File: config.mk
export PLATFORM = sky130hd
export DESIGN_NAME = diffeq_datapath
export DESIGN_NICKNAME = d
export VERILOG_FILES = /design/src/rtl/diffeq_pkg.sv /design/src/rtl/diffeq_mul.sv /design/src/rtl/diffeq_datapath.sv
export SDC_FILE = /design/constraint.sdc
export NUM_CORES = 1
export LEC_CHECK = 0
export CORE_ASPECT_RATIO = 1.5
export CORE_MARGIN = 1
export CORE_UTILIZATION = 60
export DETAILED_ROUTE_END_ITERATION = 7
export MAX_ROUTING_LAYER = met4
export PLACE_DENSITY = 0.81
export SYNTH_ARGS = -nofsm -noshare
export SYNTH_HDL_FRONTEND = slang
export SYNTH_SLANG_ARGS = --single-unit
File: constraint.sdc
create_clock -name clk -period 9.05 [get_ports clk]
set_clock_uncertainty 0.15 [all_clocks]
set_input_delay 0.905 -clock clk [delete_from_list [all_inputs] [get_ports clk]]
set_output_delay 0.905 -clock clk [all_outputs]
set_load 0.02 [all_outputs]
File: src/rtl/diffeq_pkg.sv
// Shared definitions for the differential-equation solver: controller state codes
// and default fixed-point geometry.
package diffeq_pkg;

  localparam int DEF_W    = 16;
  localparam int DEF_FRAC = 8;

  typedef enum logic [2:0] {
    S_IDLE      = 3'd0,
    S_READ      = 3'd1,
    S_COMPUTE_1 = 3'd2,
    S_COMPUTE_2 = 3'd3,
    S_COMPUTE_3 = 3'd4,
    S_COMPUTE_4 = 3'd5,
    S_DONE      = 3'd6
  } state_e;

endpackage

File: src/rtl/diffeq_mul.sv
// Pipelined signed fixed-point multiplier; a valid bit travels with each product
// and flush_i kills everything already in flight (a same-cycle issue survives).
module diffeq_mul #(
  parameter int W    = 16,
  parameter int FRAC = 8,
  parameter int LAT  = 2
) (
  input  logic         clk,
  input  logic         reset,
  input  logic         flush_i,
  input  logic         valid_i,
  input  logic [W-1:0] a_i,
  input  logic [W-1:0] b_i,
  output logic         valid_o,
  output logic [W-1:0] p_o
);

  logic signed [2*W-1:0] a_ext;
  logic signed [2*W-1:0] b_ext;
  logic signed [2*W-1:0] prod;
  logic [W-1:0]          data_q [LAT];
  logic [LAT-1:0]        valid_q;
  logic                  prod_unused;

  assign a_ext = {{W{a_i[W-1]}}, a_i};
  assign b_ext = {{W{b_i[W-1]}}, b_i};
  assign prod  = a_ext * b_ext;
  // Only bits FRAC..FRAC+W-1 survive the shift-and-truncate; the rest wrap away.
  assign prod_unused = ^prod;

  always_ff @(posedge clk or posedge reset) begin
    if (reset) begin
      valid_q <= '0;
      for (int i = 0; i < LAT; i++) data_q[i] <= '0;
    end else begin
      valid_q[0] <= valid_i;
      data_q[0]  <= prod[FRAC +: W];
      for (int i = 1; i < LAT; i++) begin
        valid_q[i] <= valid_q[i-1] & ~flush_i;
        data_q[i]  <= data_q[i-1];
      end
    end
  end

  assign valid_o = valid_q[LAT-1];
  assign p_o     = data_q[LAT-1];

endmodule

File: src/rtl/diffeq_datapath.sv
// Datapath for the loop  x += dx; y += u*dx; u -= 3x*u*dx + 3y*dx  while x < a,
// sharing one pipelined multiplier across compute steps C1..C3.
module diffeq_datapath
  import diffeq_pkg::*;
#(
  parameter int           W       = DEF_W,
  parameter int           FRAC    = DEF_FRAC,
  parameter int           MUL_LAT = 2,
  parameter logic [W-1:0] Y_INIT  = '0
) (
  input  logic         clk,
  input  logic         reset,
  input  logic [2:0]   state,
  input  logic         load_x,
  input  logic         load_dx,
  input  logic         load_a,
  input  logic         load_u,
  input  logic [W-1:0] data_in,
  output logic         compute_done,
  output logic         continue_while,
  output logic [W-1:0] x_out,
  output logic [W-1:0] y_out,
  output logic [W-1:0] u_out
);

  logic [W-1:0] x_q, x_d, dx_q, dx_d, a_q, a_d, u_q, u_d, y_q, y_d;
  logic [W-1:0] t_udx_q, t_udx_d, t_3x_q, t_3x_d, t_a_q, t_a_d, t_b_q, t_b_d;
  logic [2:0]   prev_state_q;
  logic         in_step, state_changed, issue, result_ok;
  logic [W-1:0] op_a, op_b, y_3x, mul_p;
  logic         mul_valid;
  logic         t_b_unused;

  assign in_step = (state == S_COMPUTE_1) || (state == S_COMPUTE_2) ||
                   (state == S_COMPUTE_3);
  assign state_changed = (state != prev_state_q);
  assign issue         = in_step && state_changed;
  // A result only counts if the step that issued it is still the current one.
  assign result_ok     = mul_valid && in_step && !state_changed;
  assign y_3x          = y_q + (y_q << 1);
  assign t_b_unused    = ^t_b_q;

  always_comb begin
    op_a = u_q;
    op_b = dx_q;
    case (state)
      S_COMPUTE_2: begin op_a = t_3x_q; op_b = t_udx_q; end
      S_COMPUTE_3: begin op_a = y_3x;   op_b = dx_q;    end
      default: ;
    endcase
  end

  diffeq_mul #(.W(W), .FRAC(FRAC), .LAT(MUL_LAT)) u_mul (
    .clk     (clk),
    .reset   (reset),
    .flush_i (state_changed),
    .valid_i (issue),
    .a_i     (op_a),
    .b_i     (op_b),
    .valid_o (mul_valid),
    .p_o     (mul_p)
  );

  always_comb begin
    x_d     = x_q;
    dx_d    = dx_q;
    a_d     = a_q;
    u_d     = u_q;
    y_d     = y_q;
    t_udx_d = t_udx_q;
    t_3x_d  = t_3x_q;
    t_a_d   = t_a_q;
    t_b_d   = t_b_q;
    if (state == S_READ) begin
      if (load_x)  x_d  = data_in;
      if (load_dx) dx_d = data_in;
      if (load_a)  a_d  = data_in;
      if (load_u)  u_d  = data_in;
      y_d = Y_INIT;
    end
    if (issue && (state == S_COMPUTE_1)) t_3x_d = x_q + (x_q << 1);
    if (result_ok) begin
      case (state)
        S_COMPUTE_1: t_udx_d = mul_p;
        S_COMPUTE_2: t_a_d   = mul_p;
        S_COMPUTE_3: begin
          t_b_d = mul_p;
          x_d   = x_q + dx_q;
          y_d   = y_q + t_udx_q;
          u_d   = u_q - t_a_q - mul_p;
        end
        default: ;
      endcase
    end
  end

  always_ff @(posedge clk or posedge reset) begin
    if (reset) begin
      x_q          <= '0;
      dx_q         <= '0;
      a_q          <= '0;
      u_q          <= '0;
      y_q          <= Y_INIT;
      t_udx_q      <= '0;
      t_3x_q       <= '0;
      t_a_q        <= '0;
      t_b_q        <= '0;
      prev_state_q <= '0;
    end else begin
      x_q          <= x_d;
      dx_q         <= dx_d;
      a_q          <= a_d;
      u_q          <= u_d;
      y_q          <= y_d;
      t_udx_q      <= t_udx_d;
      t_3x_q       <= t_3x_d;
      t_a_q        <= t_a_d;
      t_b_q        <= t_b_d;
      prev_state_q <= state;
    end
  end

  assign continue_while = $signed(x_q) < $signed(a_q);

  // C1..C3 report the registered result-valid; C4 reports the exit test directly.
  always_comb begin
    compute_done = 1'b0;
    if (in_step)                   compute_done = result_ok;
    else if (state == S_COMPUTE_4) compute_done = !continue_while;
  end

  assign x_out = x_q;
  assign y_out = y_q;
  assign u_out = u_q;

endmodule

Figure 1. Routing congestion map.
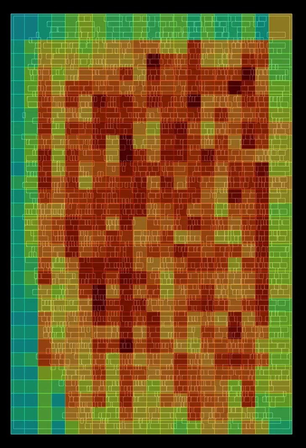
highest-utilization routing layer at the global route stage: met2
GR Layer Usage met3: 4.956%
global-route total usage across every layer: 36.23%
met2 global-route usage: 62.54%
routed wire length per instance: 20.09 um

Figure 2. Placed cells, one colour a class.
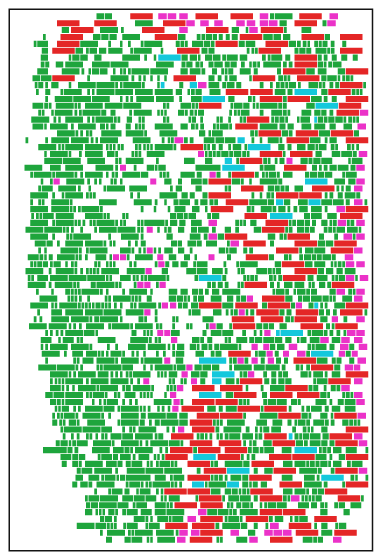
- remaining buffers and delay cells: magenta (cells 124)
- registers: red (cells 165)
- clock drivers and dummy loads: cyan (cells 31)
- remaining logic cells: green (cells 1754)
post-route cell area: 19830 um^2
fraction of area in registers: 20.82%
Placeable Area: 29380 um^2
final core utilization: 67.48%

Figure 3. Signal metal coverage by tile.
The bar under the picture is 50 um long. 14 x 21 tiles, from dark blue (low) to red (high), scaled to the fullest tile. Values are wire area over tile area, all layers added.
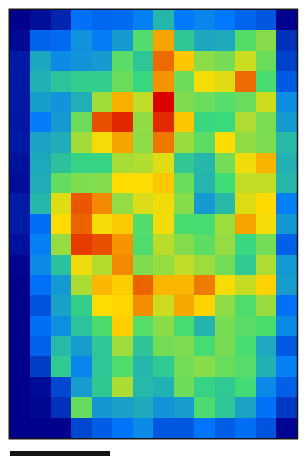
- nearly empty tiles: 5.4%
- emptiest ninth of the die: south-west
- tiles over half the peak: 49%
- fullest tile: 0.58
vias: 14503
overall routed net length: 49630 um

==> deck_impl_summary.md <==
Implementation Results

Floorplan
  • Width of the chip: 142.9 um
  • Die boundary height: 213.3 um
  • Std cell rows: just under 80
  • Count of pins on the block boundary: 75
  • Core Density at Floorplan: between 60% and 70%
  • Die area: ~30000 um^2

Clock tree
  • # resized after CTS: 0
  • Clock-pin transition on the worst setup and hold timing paths: about 0.06 ns
  • Late-Pin Clk Latency: roughly 0.45 ns
  • TritonCTS clock tree: yes
  • Post-CTS setup buffer count: 0
  • CTS HTree Levels: 4
  • Clock root buffer: clkbuf_16
  • TritonCTS Buffers: 17
  • Hold Buf Count CTS: 0
  • Maximum buffer depth of the clock tree: 2

Synthesis
  • Fa+ha+maj area frac: 34.19%
  • Most frequent cell after synthesis: inv_1
  • Post-synth net total: around 2400
  • Distinct cells, synth: ~65
  • Total number of yosys warnings: 0
  • Yosys stat chip area: around 18000 um^2
  • Post-synth design cell area: roughly 18000 um^2
  • Yosys stat cell total: between 1500 and 2000
  • Count of flip-flops with a built-in enable after synthesis: 0
  • Flip-flop and latch count after synthesis: 165
  • Simple-gate area share of the yosys netlist: 14.09%
  • Top logic cell family in the synthesized netlist: adder cells
  • Cell types with the highest counts after synthesis: inv_1, nand2_1, fa_1

Critical path
  • Destination of the critical timing path: u_mul.data_q[31]$_DFF_PP0_
  • Sort of element at the start of the critical path: flop
  • Minimum setup slack among reg-to-reg paths: 0.35 ns
  • Maximum single-stage delay on the critical path: ~0.74 ns
  • Logic depth of the worst setup path including buffers: 30
  • Crit-path slowest cell: fa_1
  • Terminus of the critical flop-to-flop path: u_mul.data_q[31]$_DFF_PP0_
  • Bufs and invs on worst path: 4
  • CP dominant cell by count: xnor2_1
  • Path type of the worst setup path: reg -> reg
  • Worst-path maximum fanout: 7
  • Start point of the critical path: y_out[0]$_DFF_PP0_
  • Worst path arrival time: 8.88 ns
  • Cells on worst reg2reg path: 30

Timing
  • Total negative slack for setup checks: 0 ns
  • Worst slew margin: approximately a third
  • Final Critical Period: between 8 and 9 ns
  • Fin. max-slew vios: 0
  • Maximum clock frequency: 0.1150 GHz
  • Slew at the pin with the worst max-slew slack: 0.9719 ns
  • Final worst-path setup slack: about 0.35 ns
  • Setup violation total in the final timing report: 0

Cells and area
  • Dominant kind of cell: multi-input combinational cells
  • Layout net count: between 2000 and 2500
  • Number of fill cells in the layout: approximately 2300
  • Area occupied by multi-input gates: 12230 um^2
  • Non-clock buffer instance count of the final layout: 124
  • Layout overhead on the synthesized area: 11.04%
  • Non-clock buffers, area share: 5.629%
  • Sequential cell area: a little over 4000 um^2
  • Antenna Diode Count: 1
  • Leading cell types in the layout, fill and taps excluded: inv_1, nand2_1, fa_1
  • Comb/total area: between 60 and 70%
  • Non-Filler Instances: around 2500
  • Sequential cell count: around 170
  • Inverters excl. clock: between 300 and 400

Route
  • Number of iterations in the first detailed-routing pass: 5
  • DRC violation count after routing: 0
  • WL met2: ~26000 um
  • Met1 wire length: 18030 um
  • Number of nets still failing antenna checks after routing: 0
  • Highest signal layer in the routed design: met4
  • Met3 wirelength from detailed routing: between 2000 and 2500 um

Worst hold path
  • Hold_sp: u_mul.data_q[18]$_DFF_PP0_
  • WHS Path Cells: 0
  • Worst hold endpoint: u_mul.p_o[2]$_DFF_PP0_

Place
  • Detailed placer's ending HPWL: 40470 um
  • Dpl ws: between 0.3 and 0.4 ns

Global routing
  • Met1 layer usage reported by global route: 38.97%
  • Vias in the first global route: between 15000 and 20000

Run status
  • Outcome: complete, no violations

Flow run
  • Total tool warning count: 27
